===== config.mk =====
export PLATFORM = sky130hd
export DESIGN_NAME = pwm_ramp_ctrl
export DESIGN_NICKNAME = d
export VERILOG_FILES = /design/src/rtl/pwm_ramp_ctrl.sv
export SDC_FILE = /design/constraint.sdc
export NUM_CORES = 1
export LEC_CHECK = 0
export CELL_PAD_IN_SITES_DETAIL_PLACEMENT = 1
export CELL_PAD_IN_SITES_GLOBAL_PLACEMENT = 1
export CORE_UTILIZATION = 46
export DETAILED_ROUTE_END_ITERATION = 12
export HOLD_SLACK_MARGIN = 0.08
export MAX_ROUTING_LAYER = met4
export PLACE_DENSITY_LB_ADDON = 0.2
export RECOVER_POWER = 100
export SYNTH_ARGS = -nofsm -noshare
export SYNTH_HDL_FRONTEND = slang
export SYNTH_SLANG_ARGS = --single-unit

===== constraint.sdc =====
create_clock -name clk -period 9.5 [get_ports clk]
set_clock_uncertainty 0.05 [all_clocks]
set_input_delay 1.425 -clock clk [delete_from_list [all_inputs] [get_ports clk]]
set_output_delay 1.425 -clock clk [all_outputs]
set_load 0.01 [all_outputs]

===== src/rtl/pwm_ramp_ctrl.sv =====
// pwm_ramp_ctrl
// Configures one PWM modulator and soft-starts it: writes the period divider,
// then the enable, then walks the setpoint toward a target by one step per PWM
// period. Write strobes are held for half of a WR_CYCLES-long sequence so the
// modulator's 2-flop edge detectors see a clean, long pulse with stable data.

module pwm_ramp_ctrl #(
    parameter int MOD_WIDTH = 8,
    parameter int WR_CYCLES = 4,
    parameter int TIMEOUT   = 65535
) (
    input  logic                 clk,
    input  logic                 rst,
    input  logic                 cfg_valid,
    output logic                 cfg_ready,
    input  logic                 cfg_en,
    input  logic [7:0]           cfg_div,
    input  logic [MOD_WIDTH-1:0] cfg_target,
    input  logic [MOD_WIDTH-1:0] cfg_step,
    input  logic                 abort,
    input  logic                 start_strobe,
    output logic                 pwm_en,
    output logic                 wr_en,
    output logic                 wr_pwm_period_div,
    output logic                 wr_mod_setpoint,
    output logic [7:0]           pwm_period_div,
    output logic [MOD_WIDTH-1:0] mod_setpoint,
    output logic                 ramping,
    output logic                 done,
    output logic                 timeout_err
);

    // ------------------------------------------------------------------
    // Constants
    // ------------------------------------------------------------------
    localparam int CNT_W = (WR_CYCLES > 2) ? $clog2(WR_CYCLES) : 1;

    localparam logic [CNT_W-1:0] CNT_LAST = CNT_W'(WR_CYCLES - 1);
    localparam logic [CNT_W-1:0] CNT_HALF = CNT_W'(WR_CYCLES / 2);
    localparam logic [CNT_W-1:0] CNT_ONE  = CNT_W'(1);
    localparam logic [CNT_W-1:0] CNT_ZERO = CNT_W'(0);
    localparam logic [15:0]      TMO_LAST = 16'(TIMEOUT - 1);

    localparam logic [2:0] ST_IDLE      = 3'd0;
    localparam logic [2:0] ST_WR_DIV    = 3'd1;
    localparam logic [2:0] ST_WR_EN     = 3'd2;
    localparam logic [2:0] ST_RAMP_WAIT = 3'd3;
    localparam logic [2:0] ST_WR_SP     = 3'd4;
    localparam logic [2:0] ST_WR_OFF    = 3'd5;

    // ------------------------------------------------------------------
    // Next setpoint: one step toward the target, clamped at the target so
    // it never overshoots and never wraps. A zero step jumps straight there.
    // ------------------------------------------------------------------
    function automatic logic [MOD_WIDTH-1:0] next_setpoint(
        input logic [MOD_WIDTH-1:0] cur,
        input logic [MOD_WIDTH-1:0] tgt,
        input logic [MOD_WIDTH-1:0] step
    );
        logic [MOD_WIDTH-1:0] diff;
        logic [MOD_WIDTH-1:0] res;
        if ((step == '0) || (cur == tgt)) begin
            diff = '0;
            res  = tgt;
        end else if (tgt > cur) begin
            diff = tgt - cur;
            res  = (diff <= step) ? tgt : (cur + step);
        end else begin
            diff = cur - tgt;
            res  = (diff <= step) ? tgt : (cur - step);
        end
        return res;
    endfunction

    // ------------------------------------------------------------------
    // State and datapath registers
    // ------------------------------------------------------------------
    logic [2:0]           state_r;
    logic [CNT_W-1:0]     cnt_r;
    logic [15:0]          tmo_cnt_r;
    logic                 en_r;
    logic [MOD_WIDTH-1:0] target_r;
    logic [MOD_WIDTH-1:0] step_r;
    logic                 abort_pend_r;
    logic                 sync1_r;
    logic                 sync2_r;
    logic                 sync3_r;
    logic                 edge_r;

    logic                 pwm_en_r;
    logic                 wr_en_r;
    logic                 wr_div_r;
    logic                 wr_sp_r;
    logic [7:0]           div_out_r;
    logic [MOD_WIDTH-1:0] sp_r;
    logic                 ramping_r;
    logic                 timeout_err_r;

    // ------------------------------------------------------------------
    // Combinational helpers
    // ------------------------------------------------------------------
    logic [2:0]           state_nxt_s;
    logic [CNT_W-1:0]     cnt_nxt_s;
    logic                 done_s;
    logic                 tmo_hit_s;
    logic                 ready_s;
    logic                 accept_s;
    logic                 seq_last_s;
    logic                 in_seq_s;
    logic                 abort_seen_s;
    logic [MOD_WIDTH-1:0] sp_next_s;

    assign ready_s      = (state_r == ST_IDLE) && !rst;
    assign accept_s     = cfg_valid && ready_s;
    assign seq_last_s   = (cnt_r == CNT_LAST);
    // Sequences that may be interrupted by abort once they finish.
    assign in_seq_s     = (state_r == ST_WR_DIV) || (state_r == ST_WR_EN) ||
                          (state_r == ST_WR_SP);
    assign abort_seen_s = abort_pend_r || abort;
    assign sp_next_s    = next_setpoint(sp_r, target_r, step_r);

    // Next-state, sequence counter, completion and timeout decisions.
    always_comb begin
        state_nxt_s = state_r;
        cnt_nxt_s   = CNT_ZERO;
        done_s      = 1'b0;
        tmo_hit_s   = 1'b0;
        case (state_r)
            ST_IDLE: begin
                if (accept_s) begin
                    state_nxt_s = ST_WR_DIV;
                end else begin
                    state_nxt_s = ST_IDLE;
                end
            end
            ST_WR_DIV: begin
                if (seq_last_s) begin
                    state_nxt_s = abort_seen_s ? ST_WR_OFF : ST_WR_EN;
                end else begin
                    cnt_nxt_s = cnt_r + CNT_ONE;
                end
            end
            ST_WR_EN: begin
                if (!seq_last_s) begin
                    cnt_nxt_s = cnt_r + CNT_ONE;
                end else if (abort_seen_s) begin
                    state_nxt_s = ST_WR_OFF;
                end else if (!en_r || (sp_r == target_r)) begin
                    state_nxt_s = ST_IDLE;
                    done_s      = 1'b1;
                end else begin
                    state_nxt_s = ST_RAMP_WAIT;
                end
            end
            ST_RAMP_WAIT: begin
                // abort beats a period edge, a period edge beats timeout
                if (abort) begin
                    state_nxt_s = ST_WR_OFF;
                end else if (edge_r) begin
                    state_nxt_s = ST_WR_SP;
                end else if (tmo_cnt_r == TMO_LAST) begin
                    state_nxt_s = ST_WR_OFF;
                    tmo_hit_s   = 1'b1;
                end else begin
                    state_nxt_s = ST_RAMP_WAIT;
                end
            end
            ST_WR_SP: begin
                if (!seq_last_s) begin
                    cnt_nxt_s = cnt_r + CNT_ONE;
                end else if (abort_seen_s) begin
                    state_nxt_s = ST_WR_OFF;
                end else if (sp_r == target_r) begin
                    state_nxt_s = ST_IDLE;
                    done_s      = 1'b1;
                end else begin
                    state_nxt_s = ST_RAMP_WAIT;
                end
            end
            ST_WR_OFF: begin
                if (seq_last_s) begin
                    state_nxt_s = ST_IDLE;
                end else begin
                    cnt_nxt_s = cnt_r + CNT_ONE;
                end
            end
            default: begin
                state_nxt_s = ST_IDLE;
            end
        endcase
    end

    // Control state: FSM, counters, command latch, abort memory, sticky error.
    always_ff @(posedge clk) begin
        if (rst) begin
            state_r       <= ST_IDLE;
            cnt_r         <= CNT_ZERO;
            tmo_cnt_r     <= 16'd0;
            en_r          <= 1'b0;
            target_r      <= '0;
            step_r        <= '0;
            abort_pend_r  <= 1'b0;
            timeout_err_r <= 1'b0;
        end else begin
            state_r   <= state_nxt_s;
            cnt_r     <= cnt_nxt_s;
            // counts only while waiting, so it is zero on every entry
            tmo_cnt_r <= (state_r == ST_RAMP_WAIT) ? (tmo_cnt_r + 16'd1) : 16'd0;
            if (accept_s) begin
                en_r     <= cfg_en;
                target_r <= cfg_target;
                step_r   <= cfg_step;
            end else begin
                en_r     <= en_r;
                target_r <= target_r;
                step_r   <= step_r;
            end
            // remembered until the running sequence ends, then consumed
            abort_pend_r <= (in_seq_s && !seq_last_s) ? abort_seen_s : 1'b0;
            if (accept_s) begin
                timeout_err_r <= 1'b0;
            end else if (tmo_hit_s) begin
                timeout_err_r <= 1'b1;
            end else begin
                timeout_err_r <= timeout_err_r;
            end
        end
    end

    // start_strobe synchronizer and registered rising-edge pulse.
    always_ff @(posedge clk) begin
        if (rst) begin
            sync1_r <= 1'b0;
            sync2_r <= 1'b0;
            sync3_r <= 1'b0;
            edge_r  <= 1'b0;
        end else begin
            sync1_r <= start_strobe;
            sync2_r <= sync1_r;
            sync3_r <= sync2_r;
            edge_r  <= sync2_r && !sync3_r;
        end
    end

    // Modulator-facing outputs, registered from the next state so data and
    // strobe change together on the first cycle of each write sequence.
    always_ff @(posedge clk) begin
        if (rst) begin
            pwm_en_r  <= 1'b0;
            wr_en_r   <= 1'b0;
            wr_div_r  <= 1'b0;
            wr_sp_r   <= 1'b0;
            div_out_r <= 8'd0;
            sp_r      <= '0;
            ramping_r <= 1'b0;
        end else begin
            wr_div_r  <= (state_nxt_s == ST_WR_DIV) && (cnt_nxt_s < CNT_HALF);
            wr_en_r   <= ((state_nxt_s == ST_WR_EN) || (state_nxt_s == ST_WR_OFF)) &&
                         (cnt_nxt_s < CNT_HALF);
            wr_sp_r   <= (state_nxt_s == ST_WR_SP) && (cnt_nxt_s < CNT_HALF);
            ramping_r <= (state_nxt_s == ST_RAMP_WAIT) || (state_nxt_s == ST_WR_SP);

            if (accept_s) begin
                div_out_r <= cfg_div;
            end else begin
                div_out_r <= div_out_r;
            end

            if ((state_nxt_s == ST_WR_EN) && (state_r != ST_WR_EN)) begin
                pwm_en_r <= en_r;
            end else if ((state_nxt_s == ST_WR_OFF) && (state_r != ST_WR_OFF)) begin
                pwm_en_r <= 1'b0;
            end else begin
                pwm_en_r <= pwm_en_r;
            end

            if ((state_nxt_s == ST_WR_SP) && (state_r == ST_RAMP_WAIT)) begin
                sp_r <= sp_next_s;
            end else begin
                sp_r <= sp_r;
            end
        end
    end

    // done marks the last cycle of the completing sequence, so the host sees
    // cfg_ready rise in the very next cycle.
    assign done              = done_s && !rst;
    assign cfg_ready         = ready_s;
    assign pwm_en            = pwm_en_r;
    assign wr_en             = wr_en_r;
    assign wr_pwm_period_div = wr_div_r;
    assign wr_mod_setpoint   = wr_sp_r;
    assign pwm_period_div    = div_out_r;
    assign mod_setpoint      = sp_r;
    assign ramping           = ramping_r;
    assign timeout_err       = timeout_err_r;

endmodule


### Pin placement

Pins as bars across the die edge, other pins in grey.
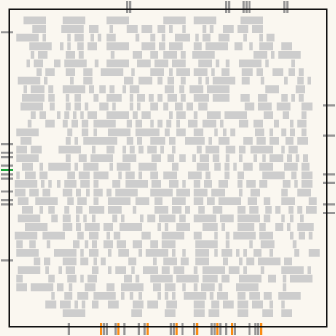
`wr_en`: in green, pins 1, direction output, edge west. `pwm_period_div`: in orange, pins 8, direction output, edge south.
All pins by edge: 27 south, 12 west, 9 north, 6 east.
die x size: 99.85 um
IO buf count: 53
Die Y: 99.85 um

==> qor.yml <==
outcome:
  outcome: "finished, violations left"
  violations: "max-capacitance violations, max-slew violations"
synthesis:
  fp_nets: 611
  yosys_warnings: 0
  ys_area_um2: 4404
  synth.yosys.num_cells: 530
  synth_area_um2: 4404
  area_leaders: "dfxtp_1 (30%), ha_1 (13%), nand2_1 (5.2%)"
  ys_async_sr_fraction_pct: 0
  post-synth-top-area-cell: "dfxtp_1"
  ys_seq_share_pct: 29.55
  edf_count: 0
  syn_avg_cell_area_um2: 8.310
  ys_ff: 65
global_routing:
  grt_pass1_vias: 4027
  track_usage_pct: 25.54
  antenna_found_initial: 0
  grt_pass1_wl_um: 19330
die:
  coreArea_um2: 9240
  io_pins: 54
clock_network:
  postCtsHoldBufs: 0
  cts_buffer_depth: 2
  cts_setup_buffers: 0
final_timing:
  setup_violations: 0
  finalCritPeriodShare_pct: 57.83
  slew_violations: 93
  slew_headroom_pct: -49.88
  final.min_clock_period_ps: 5494
  worst_slew_pin_slew_ps: 2248
power_and_ir_drop:
  finalPower_mw: 0.7533
  p_leak_nw: 2.085
layout:
  syn_to_final_growth_pct: 17.41
  fin_nets: 650
  diodes: 0
worst_setup_path:
  critPathCaptureType: "output pin"
  arrival_ps: 4020
  crit_end: "cfg_ready"
  r2r_start: "mod_setpoint[1]"
  criticalPathCategory: "in -> out"
placed_design:
  dpl.cell_count: 687
  place_congestion: 0.8440
detailed_routing:
  firstDrtPassIters: 4
  num_vias: 3867
  avgViaCountPerCell: 5.501
  drt-initial-drc-count: 122
  drtAntennaViolNets: 0
flow_run:
  maxCapViolCount: 2
min_path:
  hold_class: "reg -> reg"
### Selected gate families

Scale bar: 20 um.
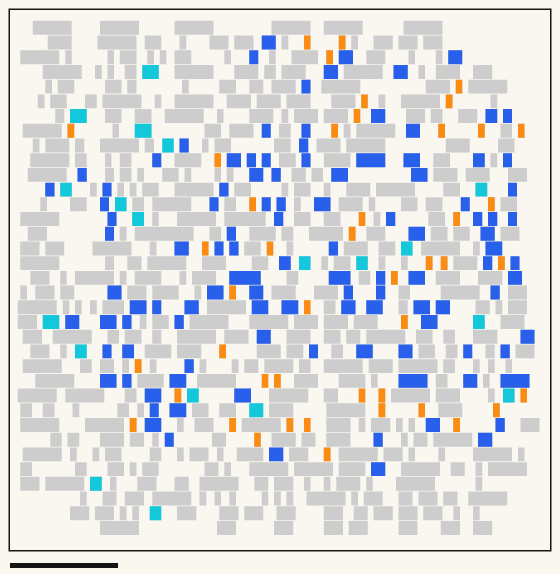
AND and OR gates: in cyan, cells 19. inverting AOI/OAI gates: in blue, cells 110. inverters: in orange, cells 45.
final cell count without fillers: 703
logic share of the area: 54.10%

worst min path at each step:
| stage | end | startpoint | cells past startpoint | slack [ps] |
|---|---|---|---|---|
| global placement | edge_r | sync3_r | 1 | 330 |
| finish | edge_r | sync3_r | 1 | 340 |
| global route | edge_r | sync3_r | 1 | 370 |
| CTS | edge_r | sync3_r | 1 | 340 |
| detailed placement | edge_r | sync3_r | 1 | 330 |
| floorplan | edge_r | sync3_r | 1 | 320 |
per-layer routing:
layer / global-route usage (%) / wire length (um)
met1: 30.32 / 5208
met5: - / 0
met4: 7.466 / 177
met3: 4.248 / 411
met2: 44.35 / 5850
report_power, final:
| group | switching, mW | total (mW) | internal, mW |
|---|---|---|---|
| sequential | 0.00865 | 0.291 | 0.282 |
| clock | 0.123 | 0.260 | 0.137 |
| combinational | 0.116 | 0.202 | 0.0865 |
| total | 0.247 | 0.753 | 0.506 |
cells in the mapped netlist, drive strengths merged, types with 5 or more instances:
library cell / count
ha: 47
or3: 6
o21bai: 7
nand3b: 13
nor2b: 12
o21ai: 21
xnor2: 17
o31ai: 15
buf: 12
clkbuf: 14
dfxtp: 65
nand2b: 7
nor2: 43
inv: 45
a21oi: 35
xor2: 18
nand2: 61
nand4: 13
a221oi: 13
nand3: 5
registers in the layout, summed over array words and instances (netlist names), 2 cells and up:
name and cells:
cnt_r 2, mod_setpoint 8, pwm_period_div 8, state_r 3, step_r 8, target_r 8, tmo_cnt_r 16
final cells by class:
class	count	area, um2	area share, %
repair buffers	54	528.0	10.21
clock buffers	11	151.4	2.928
well taps	129	161.4	3.121
clock inverters	5	62.56	1.210
flip-flops and latches	65	1301	25.16
multi-input cells	394	2798	54.10
inverters	45	168.9	3.266
cell families (layout without fill, tap and decap cells):
group	after synthesis	in the layout	share of synthesized area (%)
xor gates and xnor gates	35	35	6.960
AOI/OAI and AO/OA	121	121	19.55
DFF	65	65	29.55
buffers and inverters	71	115	6.875
adders and majority gates	51	51	15.17
and+or+nand+nor	187	187	21.90
critical path: stages:
cell	delay, ps
clkbuf_1	1560
nor4_1	280
dlygate4sd3_1	730
